[config.mk]
export PLATFORM = sky130hd
export DESIGN_NAME = id_ex_operand_stage_flat
export DESIGN_NICKNAME = d
export VERILOG_FILES = /design/src/rtl/id_ex_operand_stage_pkg.sv /design/src/rtl/id_ex_operand_stage_if.sv /design/src/rtl/id_ex_operand_stage_fwd_mux.sv /design/src/rtl/id_ex_operand_stage.sv /design/src/flat_wrapper.sv
export SDC_FILE = /design/constraint.sdc
export NUM_CORES = 1
export LEC_CHECK = 0
export CORE_UTILIZATION = 46
export CTS_CLUSTER_DIAMETER = 150
export CTS_CLUSTER_SIZE = 24
export DETAILED_ROUTE_END_ITERATION = 6
export GPL_TIMING_DRIVEN = 0
export PLACE_DENSITY = 0.81
export SYNTH_ARGS = -nofsm -noshare
export SYNTH_HDL_FRONTEND = slang
export SYNTH_HIERARCHICAL = 1
export SYNTH_SLANG_ARGS = --single-unit
export TNS_END_PERCENT = 50
[constraint.sdc]
create_clock -name clk -period 2.68 [get_ports clk]
set_input_delay 0.268 -clock clk [delete_from_list [all_inputs] [get_ports clk]]
set_output_delay 0.268 -clock clk [all_outputs]
set_load 0.1 [all_outputs]
[src/rtl/id_ex_operand_stage_pkg.sv]
// Shared RISC-V pipeline definitions: widths, ALU codes, operand-source encodings
// and the ID/EX register layout.
package riscv_pkg;

    localparam int XLEN      = 32;
    localparam int RADDR_W   = 5;
    localparam int ALUCODE_W = 4;

    localparam logic [ALUCODE_W-1:0] ALU_ADD  = 4'd0;
    localparam logic [ALUCODE_W-1:0] ALU_SUB  = 4'd1;
    localparam logic [ALUCODE_W-1:0] ALU_SLTU = 4'd10;

    localparam logic [1:0] SRC_A_RS1  = 2'b00;
    localparam logic [1:0] SRC_A_PC   = 2'b01;
    localparam logic [1:0] SRC_A_ZERO = 2'b10;

    localparam logic [1:0] SRC_B_RS2  = 2'b00;
    localparam logic [1:0] SRC_B_IMM  = 2'b01;
    localparam logic [1:0] SRC_B_FOUR = 2'b10;

    typedef struct packed {
        logic                 valid;
        logic [XLEN-1:0]      pc;
        logic [XLEN-1:0]      rs1_data;
        logic [XLEN-1:0]      rs2_data;
        logic [XLEN-1:0]      imm;
        logic [RADDR_W-1:0]   rs1_addr;
        logic [RADDR_W-1:0]   rs2_addr;
        logic [RADDR_W-1:0]   rd;
        logic [ALUCODE_W-1:0] alu_code;
        logic [1:0]           src_a;
        logic [1:0]           src_b;
        logic                 reg_write;
        logic                 mem_read;
        logic                 mem_write;
    } id_ex_t;

    // A bubble only needs its side-effecting controls cleared; datapath fields are don't-care.
    function automatic id_ex_t bubble(input id_ex_t e);
        id_ex_t b;
        b           = e;
        b.valid     = 1'b0;
        b.reg_write = 1'b0;
        b.mem_read  = 1'b0;
        b.mem_write = 1'b0;
        b.alu_code  = ALU_ADD;
        return b;
    endfunction

endpackage

[src/rtl/id_ex_operand_stage_if.sv]
// Bundle of ID-stage inputs, bypass sources, pipeline control and EX outputs
// around the ID/EX operand stage.
interface id_ex_operand_stage_if;
    import riscv_pkg::*;

    logic                 id_valid;
    logic [XLEN-1:0]      id_pc;
    logic [XLEN-1:0]      id_rs1_data;
    logic [XLEN-1:0]      id_rs2_data;
    logic [XLEN-1:0]      id_imm;
    logic [RADDR_W-1:0]   id_rs1_addr;
    logic [RADDR_W-1:0]   id_rs2_addr;
    logic [RADDR_W-1:0]   id_rd_addr;
    logic                 id_uses_rs1;
    logic                 id_uses_rs2;
    logic [ALUCODE_W-1:0] id_alu_code;
    logic [1:0]           id_src_a;
    logic [1:0]           id_src_b;
    logic                 id_reg_write;
    logic                 id_mem_read;
    logic                 id_mem_write;
    logic                 hold;
    logic                 flush;
    logic                 exmem_reg_write;
    logic [RADDR_W-1:0]   exmem_rd;
    logic [XLEN-1:0]      exmem_result;
    logic                 memwb_reg_write;
    logic [RADDR_W-1:0]   memwb_rd;
    logic [XLEN-1:0]      memwb_wdata;
    logic [XLEN-1:0]      alu_a;
    logic [XLEN-1:0]      alu_b;
    logic [ALUCODE_W-1:0] alu_code;
    logic [XLEN-1:0]      ex_store_data;
    logic [XLEN-1:0]      ex_pc;
    logic [RADDR_W-1:0]   ex_rd;
    logic                 ex_valid;
    logic                 ex_reg_write;
    logic                 ex_mem_read;
    logic                 ex_mem_write;
    logic                 load_use_stall;

    modport slave (
        input  id_valid, id_pc, id_rs1_data, id_rs2_data, id_imm,
               id_rs1_addr, id_rs2_addr, id_rd_addr, id_uses_rs1, id_uses_rs2,
               id_alu_code, id_src_a, id_src_b, id_reg_write, id_mem_read, id_mem_write,
               hold, flush, exmem_reg_write, exmem_rd, exmem_result,
               memwb_reg_write, memwb_rd, memwb_wdata,
        output alu_a, alu_b, alu_code, ex_store_data, ex_pc, ex_rd, ex_valid,
               ex_reg_write, ex_mem_read, ex_mem_write, load_use_stall
    );

    modport master (
        output id_valid, id_pc, id_rs1_data, id_rs2_data, id_imm,
               id_rs1_addr, id_rs2_addr, id_rd_addr, id_uses_rs1, id_uses_rs2,
               id_alu_code, id_src_a, id_src_b, id_reg_write, id_mem_read, id_mem_write,
               hold, flush, exmem_reg_write, exmem_rd, exmem_result,
               memwb_reg_write, memwb_rd, memwb_wdata,
        input  alu_a, alu_b, alu_code, ex_store_data, ex_pc, ex_rd, ex_valid,
               ex_reg_write, ex_mem_read, ex_mem_write, load_use_stall
    );

endinterface

[src/rtl/id_ex_operand_stage_fwd_mux.sv]
// Per-operand bypass select: EX/MEM beats MEM/WB beats the registered regfile value;
// x0 is never bypassed.
module fwd_mux
    import riscv_pkg::*;
(
    input  logic [RADDR_W-1:0] rs_addr_i,
    input  logic [XLEN-1:0]    rf_data_i,
    input  logic               exmem_reg_write_i,
    input  logic [RADDR_W-1:0] exmem_rd_i,
    input  logic [XLEN-1:0]    exmem_result_i,
    input  logic               memwb_reg_write_i,
    input  logic [RADDR_W-1:0] memwb_rd_i,
    input  logic [XLEN-1:0]    memwb_wdata_i,
    output logic [XLEN-1:0]    fwd_data_o
);

    logic exmem_hit;
    logic memwb_hit;

    assign exmem_hit = exmem_reg_write_i && (exmem_rd_i != '0) && (exmem_rd_i == rs_addr_i);
    assign memwb_hit = memwb_reg_write_i && (memwb_rd_i != '0) && (memwb_rd_i == rs_addr_i);

    always_comb begin
        // NOTE: every always_comb target gets a default first so no latch can be inferred.
        fwd_data_o = rf_data_i;
        if (exmem_hit)      fwd_data_o = exmem_result_i;
        else if (memwb_hit) fwd_data_o = memwb_wdata_i;
    end

endmodule

[src/rtl/id_ex_operand_stage.sv]
// ID/EX pipeline register plus operand delivery to the ALU: bypassing, source
// selection and load-use hazard detection.
module id_ex_operand_stage
    import riscv_pkg::*;
(
    input  logic                 clk,
    input  logic                 rst_n,
    id_ex_operand_stage_if.slave bus
);

    id_ex_t          ex_q;
    id_ex_t          ex_d;
    id_ex_t          id_fields;
    logic [XLEN-1:0] fwd_rs1;
    logic [XLEN-1:0] fwd_rs2;
    logic            load_use;

    fwd_mux u_fwd_rs1 (
        .rs_addr_i         (ex_q.rs1_addr),
        .rf_data_i         (ex_q.rs1_data),
        .exmem_reg_write_i (bus.exmem_reg_write),
        .exmem_rd_i        (bus.exmem_rd),
        .exmem_result_i    (bus.exmem_result),
        .memwb_reg_write_i (bus.memwb_reg_write),
        .memwb_rd_i        (bus.memwb_rd),
        .memwb_wdata_i     (bus.memwb_wdata),
        .fwd_data_o        (fwd_rs1)
    );

    fwd_mux u_fwd_rs2 (
        .rs_addr_i         (ex_q.rs2_addr),
        .rf_data_i         (ex_q.rs2_data),
        .exmem_reg_write_i (bus.exmem_reg_write),
        .exmem_rd_i        (bus.exmem_rd),
        .exmem_result_i    (bus.exmem_result),
        .memwb_reg_write_i (bus.memwb_reg_write),
        .memwb_rd_i        (bus.memwb_rd),
        .memwb_wdata_i     (bus.memwb_wdata),
        .fwd_data_o        (fwd_rs2)
    );

    assign load_use = ex_q.valid && ex_q.mem_read && (ex_q.rd != '0) && bus.id_valid &&
                      ((bus.id_uses_rs1 && (bus.id_rs1_addr == ex_q.rd)) ||
                       (bus.id_uses_rs2 && (bus.id_rs2_addr == ex_q.rd)));

    always_comb begin
        id_fields           = '0;
        id_fields.valid     = bus.id_valid;
        id_fields.pc        = bus.id_pc;
        id_fields.rs1_data  = bus.id_rs1_data;
        id_fields.rs2_data  = bus.id_rs2_data;
        id_fields.imm       = bus.id_imm;
        id_fields.rs1_addr  = bus.id_rs1_addr;
        id_fields.rs2_addr  = bus.id_rs2_addr;
        id_fields.rd        = bus.id_rd_addr;
        id_fields.alu_code  = bus.id_alu_code;
        id_fields.src_a     = bus.id_src_a;
        id_fields.src_b     = bus.id_src_b;
        id_fields.reg_write = bus.id_reg_write;
        id_fields.mem_read  = bus.id_mem_read;
        id_fields.mem_write = bus.id_mem_write;
    end

    // While held, re-capture the bypassed operands so they survive the producer retiring.
    always_comb begin
        ex_d = ex_q;
        if (bus.flush) begin
            ex_d = bubble(ex_q);
        end else if (bus.hold) begin
            ex_d.rs1_data = fwd_rs1;
            ex_d.rs2_data = fwd_rs2;
        end else if (load_use) begin
            ex_d = bubble(ex_q);
        end else if (!bus.id_valid) begin
            ex_d = bubble(id_fields);
        end else begin
            ex_d = id_fields;
        end
    end

    always_ff @(posedge clk or negedge rst_n) begin
        // NOTE: sequential state is written with <= so every flop samples pre-edge values.
        if (!rst_n) ex_q <= '0;
        else        ex_q <= ex_d;
    end

    always_comb begin
        bus.alu_a = '0;
        case (ex_q.src_a)
            SRC_A_RS1:  bus.alu_a = fwd_rs1;
            SRC_A_PC:   bus.alu_a = ex_q.pc;
            SRC_A_ZERO: bus.alu_a = '0;
            default:    bus.alu_a = '0;
        endcase
    end

    always_comb begin
        bus.alu_b = '0;
        case (ex_q.src_b)
            SRC_B_RS2:  bus.alu_b = fwd_rs2;
            SRC_B_IMM:  bus.alu_b = ex_q.imm;
            SRC_B_FOUR: bus.alu_b = XLEN'(4);
            default:    bus.alu_b = '0;
        endcase
    end

    assign bus.alu_code       = ex_q.alu_code;
    assign bus.ex_store_data  = fwd_rs2;
    assign bus.ex_pc          = ex_q.pc;
    assign bus.ex_rd          = ex_q.rd;
    assign bus.ex_valid       = ex_q.valid;
    assign bus.ex_reg_write   = ex_q.reg_write;
    assign bus.ex_mem_read    = ex_q.mem_read;
    assign bus.ex_mem_write   = ex_q.mem_write;
    assign bus.load_use_stall = load_use;

endmodule
[src/flat_wrapper.sv]
// flat-port wrapper written by rule: the top's interface ports become plain ports
module id_ex_operand_stage_flat import riscv_pkg::*;
  (clk, rst_n, bus_id_valid, bus_id_pc, bus_id_rs1_data, bus_id_rs2_data, bus_id_imm, bus_id_rs1_addr, bus_id_rs2_addr, bus_id_rd_addr, bus_id_uses_rs1, bus_id_uses_rs2, bus_id_alu_code, bus_id_src_a, bus_id_src_b, bus_id_reg_write, bus_id_mem_read, bus_id_mem_write, bus_hold, bus_flush, bus_exmem_reg_write, bus_exmem_rd, bus_exmem_result, bus_memwb_reg_write, bus_memwb_rd, bus_memwb_wdata, bus_alu_a, bus_alu_b, bus_alu_code, bus_ex_store_data, bus_ex_pc, bus_ex_rd, bus_ex_valid, bus_ex_reg_write, bus_ex_mem_read, bus_ex_mem_write, bus_load_use_stall);
  id_ex_operand_stage_if bus_i ();
  input  logic clk;
  input  logic rst_n;
  input wire logic [$bits(bus_i.id_valid)-1:0] bus_id_valid;
  input wire logic [$bits(bus_i.id_pc)-1:0] bus_id_pc;
  input wire logic [$bits(bus_i.id_rs1_data)-1:0] bus_id_rs1_data;
  input wire logic [$bits(bus_i.id_rs2_data)-1:0] bus_id_rs2_data;
  input wire logic [$bits(bus_i.id_imm)-1:0] bus_id_imm;
  input wire logic [$bits(bus_i.id_rs1_addr)-1:0] bus_id_rs1_addr;
  input wire logic [$bits(bus_i.id_rs2_addr)-1:0] bus_id_rs2_addr;
  input wire logic [$bits(bus_i.id_rd_addr)-1:0] bus_id_rd_addr;
  input wire logic [$bits(bus_i.id_uses_rs1)-1:0] bus_id_uses_rs1;
  input wire logic [$bits(bus_i.id_uses_rs2)-1:0] bus_id_uses_rs2;
  input wire logic [$bits(bus_i.id_alu_code)-1:0] bus_id_alu_code;
  input wire logic [$bits(bus_i.id_src_a)-1:0] bus_id_src_a;
  input wire logic [$bits(bus_i.id_src_b)-1:0] bus_id_src_b;
  input wire logic [$bits(bus_i.id_reg_write)-1:0] bus_id_reg_write;
  input wire logic [$bits(bus_i.id_mem_read)-1:0] bus_id_mem_read;
  input wire logic [$bits(bus_i.id_mem_write)-1:0] bus_id_mem_write;
  input wire logic [$bits(bus_i.hold)-1:0] bus_hold;
  input wire logic [$bits(bus_i.flush)-1:0] bus_flush;
  input wire logic [$bits(bus_i.exmem_reg_write)-1:0] bus_exmem_reg_write;
  input wire logic [$bits(bus_i.exmem_rd)-1:0] bus_exmem_rd;
  input wire logic [$bits(bus_i.exmem_result)-1:0] bus_exmem_result;
  input wire logic [$bits(bus_i.memwb_reg_write)-1:0] bus_memwb_reg_write;
  input wire logic [$bits(bus_i.memwb_rd)-1:0] bus_memwb_rd;
  input wire logic [$bits(bus_i.memwb_wdata)-1:0] bus_memwb_wdata;
  output wire logic [$bits(bus_i.alu_a)-1:0] bus_alu_a;
  output wire logic [$bits(bus_i.alu_b)-1:0] bus_alu_b;
  output wire logic [$bits(bus_i.alu_code)-1:0] bus_alu_code;
  output wire logic [$bits(bus_i.ex_store_data)-1:0] bus_ex_store_data;
  output wire logic [$bits(bus_i.ex_pc)-1:0] bus_ex_pc;
  output wire logic [$bits(bus_i.ex_rd)-1:0] bus_ex_rd;
  output wire logic [$bits(bus_i.ex_valid)-1:0] bus_ex_valid;
  output wire logic [$bits(bus_i.ex_reg_write)-1:0] bus_ex_reg_write;
  output wire logic [$bits(bus_i.ex_mem_read)-1:0] bus_ex_mem_read;
  output wire logic [$bits(bus_i.ex_mem_write)-1:0] bus_ex_mem_write;
  output wire logic [$bits(bus_i.load_use_stall)-1:0] bus_load_use_stall;
  assign bus_i.id_valid = bus_id_valid;
  assign bus_i.id_pc = bus_id_pc;
  assign bus_i.id_rs1_data = bus_id_rs1_data;
  assign bus_i.id_rs2_data = bus_id_rs2_data;
  assign bus_i.id_imm = bus_id_imm;
  assign bus_i.id_rs1_addr = bus_id_rs1_addr;
  assign bus_i.id_rs2_addr = bus_id_rs2_addr;
  assign bus_i.id_rd_addr = bus_id_rd_addr;
  assign bus_i.id_uses_rs1 = bus_id_uses_rs1;
  assign bus_i.id_uses_rs2 = bus_id_uses_rs2;
  assign bus_i.id_alu_code = bus_id_alu_code;
  assign bus_i.id_src_a = bus_id_src_a;
  assign bus_i.id_src_b = bus_id_src_b;
  assign bus_i.id_reg_write = bus_id_reg_write;
  assign bus_i.id_mem_read = bus_id_mem_read;
  assign bus_i.id_mem_write = bus_id_mem_write;
  assign bus_i.hold = bus_hold;
  assign bus_i.flush = bus_flush;
  assign bus_i.exmem_reg_write = bus_exmem_reg_write;
  assign bus_i.exmem_rd = bus_exmem_rd;
  assign bus_i.exmem_result = bus_exmem_result;
  assign bus_i.memwb_reg_write = bus_memwb_reg_write;
  assign bus_i.memwb_rd = bus_memwb_rd;
  assign bus_i.memwb_wdata = bus_memwb_wdata;
  assign bus_alu_a = bus_i.alu_a;
  assign bus_alu_b = bus_i.alu_b;
  assign bus_alu_code = bus_i.alu_code;
  assign bus_ex_store_data = bus_i.ex_store_data;
  assign bus_ex_pc = bus_i.ex_pc;
  assign bus_ex_rd = bus_i.ex_rd;
  assign bus_ex_valid = bus_i.ex_valid;
  assign bus_ex_reg_write = bus_i.ex_reg_write;
  assign bus_ex_mem_read = bus_i.ex_mem_read;
  assign bus_ex_mem_write = bus_i.ex_mem_write;
  assign bus_load_use_stall = bus_i.load_use_stall;
  id_ex_operand_stage u_core (.clk(clk), .rst_n(rst_n), .bus(bus_i));
endmodule
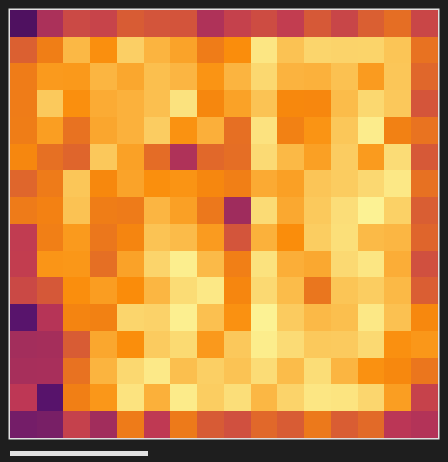
*Cell area per tile*
The bar under the picture is 50 um long. The die is cut into 16 by 16 equal tiles; black is low, pale yellow is high, 0 to 100% covered.
- fullest tile: 97%
- tiles over 75% full: 60%
- emptiest ninth of the die: bottom left
- mean over tiles: 76%

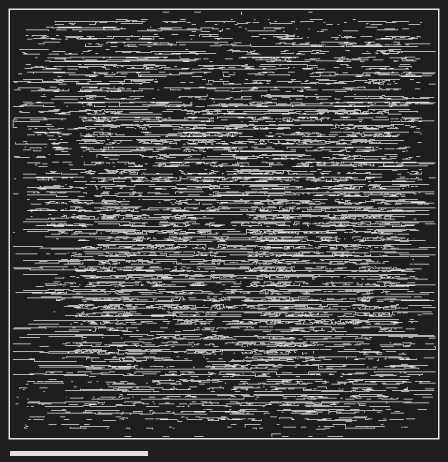
*The metal 1 layer*
The bar under the picture is 50 um long.
- share of all routed wire: 35%
- nets with wire on the layer: 1596
- longest straight run: 55.2 um
- main direction: horizontal
- wire length on this layer: 18100 um
via count: 12700
global-route track usage on met1: 48.5%

==> reports/highlights.md <==
- 100 — count of endpoints failing setup in the final report
- 1.41 ns — worst slew pin tran
- 0 — DRT antenna net count
- yes — clock tree from TritonCTS
- simple AND/OR/NAND/NOR gates — Top Family by Delay on Critical Path
- 0.308 ns — worst hold margin
- input port to async pin — path class of the lowest-slack min-delay path
- -0.393 ns — worst setup margin
- 0.56 ns — largest incremental delay on the critical path
- 6.66 — via-per-instance ratio
- 1 — final routed DRC violation total
- 1158 — yosys cell count
- 0 — Max Transition Viols Final
- design-rule violations, negative setup slack — violated checks
- xnor2_2, nand3_4, clkbuf_1, nor4_1, a31oi_4, mux2i_2, nor2_4, buf_12 — ordered list of cells on the worst path
- -22.24 ns — setup TNS
- 6.61 nW — leakage power
- finished with violations — result of the run
- 2.41 ns — CP Data Required Time
- 1487 — number of violations reported at the end of detailed-routing iteration 0
- 38 — distinct cell type count of the synthesized netlist
- 155 — #FFs+latches synth
- 379 — Top Ports
- 1390 — Filler Cell Count
- 49.6% — Switching Fraction
- 35.9% — sequential share of the synthesized area
- sky130_fd_sc_hd__clkbuf_16 — root cell of the clock tree
- 2.80 ns — data arrival at the endpoint of the critical path
- 1158 — synthesized instance count
- 35.8% — ratio of cells with drive above 1 in the final layout
- 6.47 mW — net switching power figure
- 699 nW/um^2 — power density over the cells
- 3.07 ns — final period demand of the worst path
- 32 — OpenROAD warnings
- flip-flop — Critical Path Start Type
- 0.08 ns — register-to-register path setup slack
- u_core/ex_q[116] — reg-to-reg critical path endpoint
repair_timing:
item	4_1_cts	5_1_grt
hold endpoints to repair	44	0
resized	952	112
pin swaps	70	15
gates cloned	1	0
endpoints found under the setup margin	97	97
setup buffers	12	9
hold buffers	1	0
worst max-delay path by stage:
stage,cells past startpoint,to
after CTS,9,bus_alu_a[11]
after global placement,1,u_core/ex_q[26]
after floorplan,7,bus_alu_a[23]
after global routing,8,bus_alu_a[28]
after detailed placement,10,bus_alu_a[11]
final,8,bus_alu_b[15]
logic make-up (layout without fill, tap and decap cells):
logic type	count (synthesis)	count (layout)	share of synthesized area, %
AOI/OAI and AO/OA	339	339	23.1
muxes	146	146	14.5
and+or+nand+nor	276	276	14.2
xor gates and xnor gates	26	26	2.11
DFF	155	155	35.9
buffers and inverters	216	647	10.2
other	0	3	0
Yosys cell counts (all sizes together):
cell     instances  area share (%)
o22a             1           0.081
and3             2            0.12
and2             4            0.23
inv             32             1.1
or4              3            0.28
or2              3            0.17
o31ai           64             4.4
mux2i           63             5.8
or3              2            0.12
o211ai          97             6.7
nor3             1           0.046
nand2b          34             2.0
nand3b           8            0.56
dfrtp          155              36
a31oi           64             3.7
xnor2           26             2.1
a22oi           64             4.4
nand2           15            0.52
a21oi            4            0.39
nor2            66             2.3
nand4           66             3.8
o21a             3            0.21
o2111ai          1            0.14
nor4            66             3.8
o21ai           10            0.46
clkbuf         100             3.5
nor2b            2            0.12
buf             84             5.6
o311ai          31             2.5
nand3            4            0.19
mux2            83             8.6
final cells by class:
cell class | count | area (um^2) | share of cell area (%)
flip-flops and latches | 155 | 3880 | 20.8
multi-input cells | 787 | 7910 | 42.4
plain buffers | 181 | 1150 | 6.16
diodes | 3 | 7.51 | 0.0402
inverters | 32 | 124 | 0.663
clock inverters | 14 | 171 | 0.918
well taps | 313 | 392 | 2.10
clock buffers | 18 | 439 | 2.35
repair buffers | 402 | 4600 | 24.6
metrics by stage:
step	util [%]	total power [mW]	setup WS, ns	cell area, um^2
after global routing	81.7	13.4	-0.447	18700
final	81.7	13.1	-0.393	18700
after global placement	69.8	9.30	-5.27	15900
after detailed placement	69.9	9.39	-1.49	16000
after CTS	79.1	12.7	-0.289	18100
after floorplan	-	7.63	-0.449	11800
sequential cells by signal (all words and copies together), names as in the netlist:
signal / flops
u_core/ex_q: 110
u_core/bus.ex_pc: 32
u_core/bus.ex_rd: 5
u_core/bus.alu_code: 4
u_core/bus.ex_mem_read: 1
u_core/bus.ex_mem_write: 1
u_core/bus.ex_reg_write: 1
u_core/bus.ex_valid: 1
metal layers:
layer	vias up	GRT usage (%)	routed length, um
li1	5297	-	-
met1	6151	48.5	18100
met2	1039	66.6	24800
met3	200	9.25	5680
met4	0	20.4	2630
met5	-	0	0
power groups by stage:
| stage | sequential [mW] | clock (mW) | combinational [mW] |
|---|---|---|---|
| finish | 3.03 | 2.57 | 7.46 |
| CTS | 2.99 | 2.57 | 7.09 |
| global route | 3.06 | 2.67 | 7.65 |
| detailed placement | 3.01 | 0 | 6.39 |
| floorplan | 2.93 | 0 | 4.71 |
| global placement | 2.99 | 0 | 6.31 |
Power and IR drop assume default switching activity.
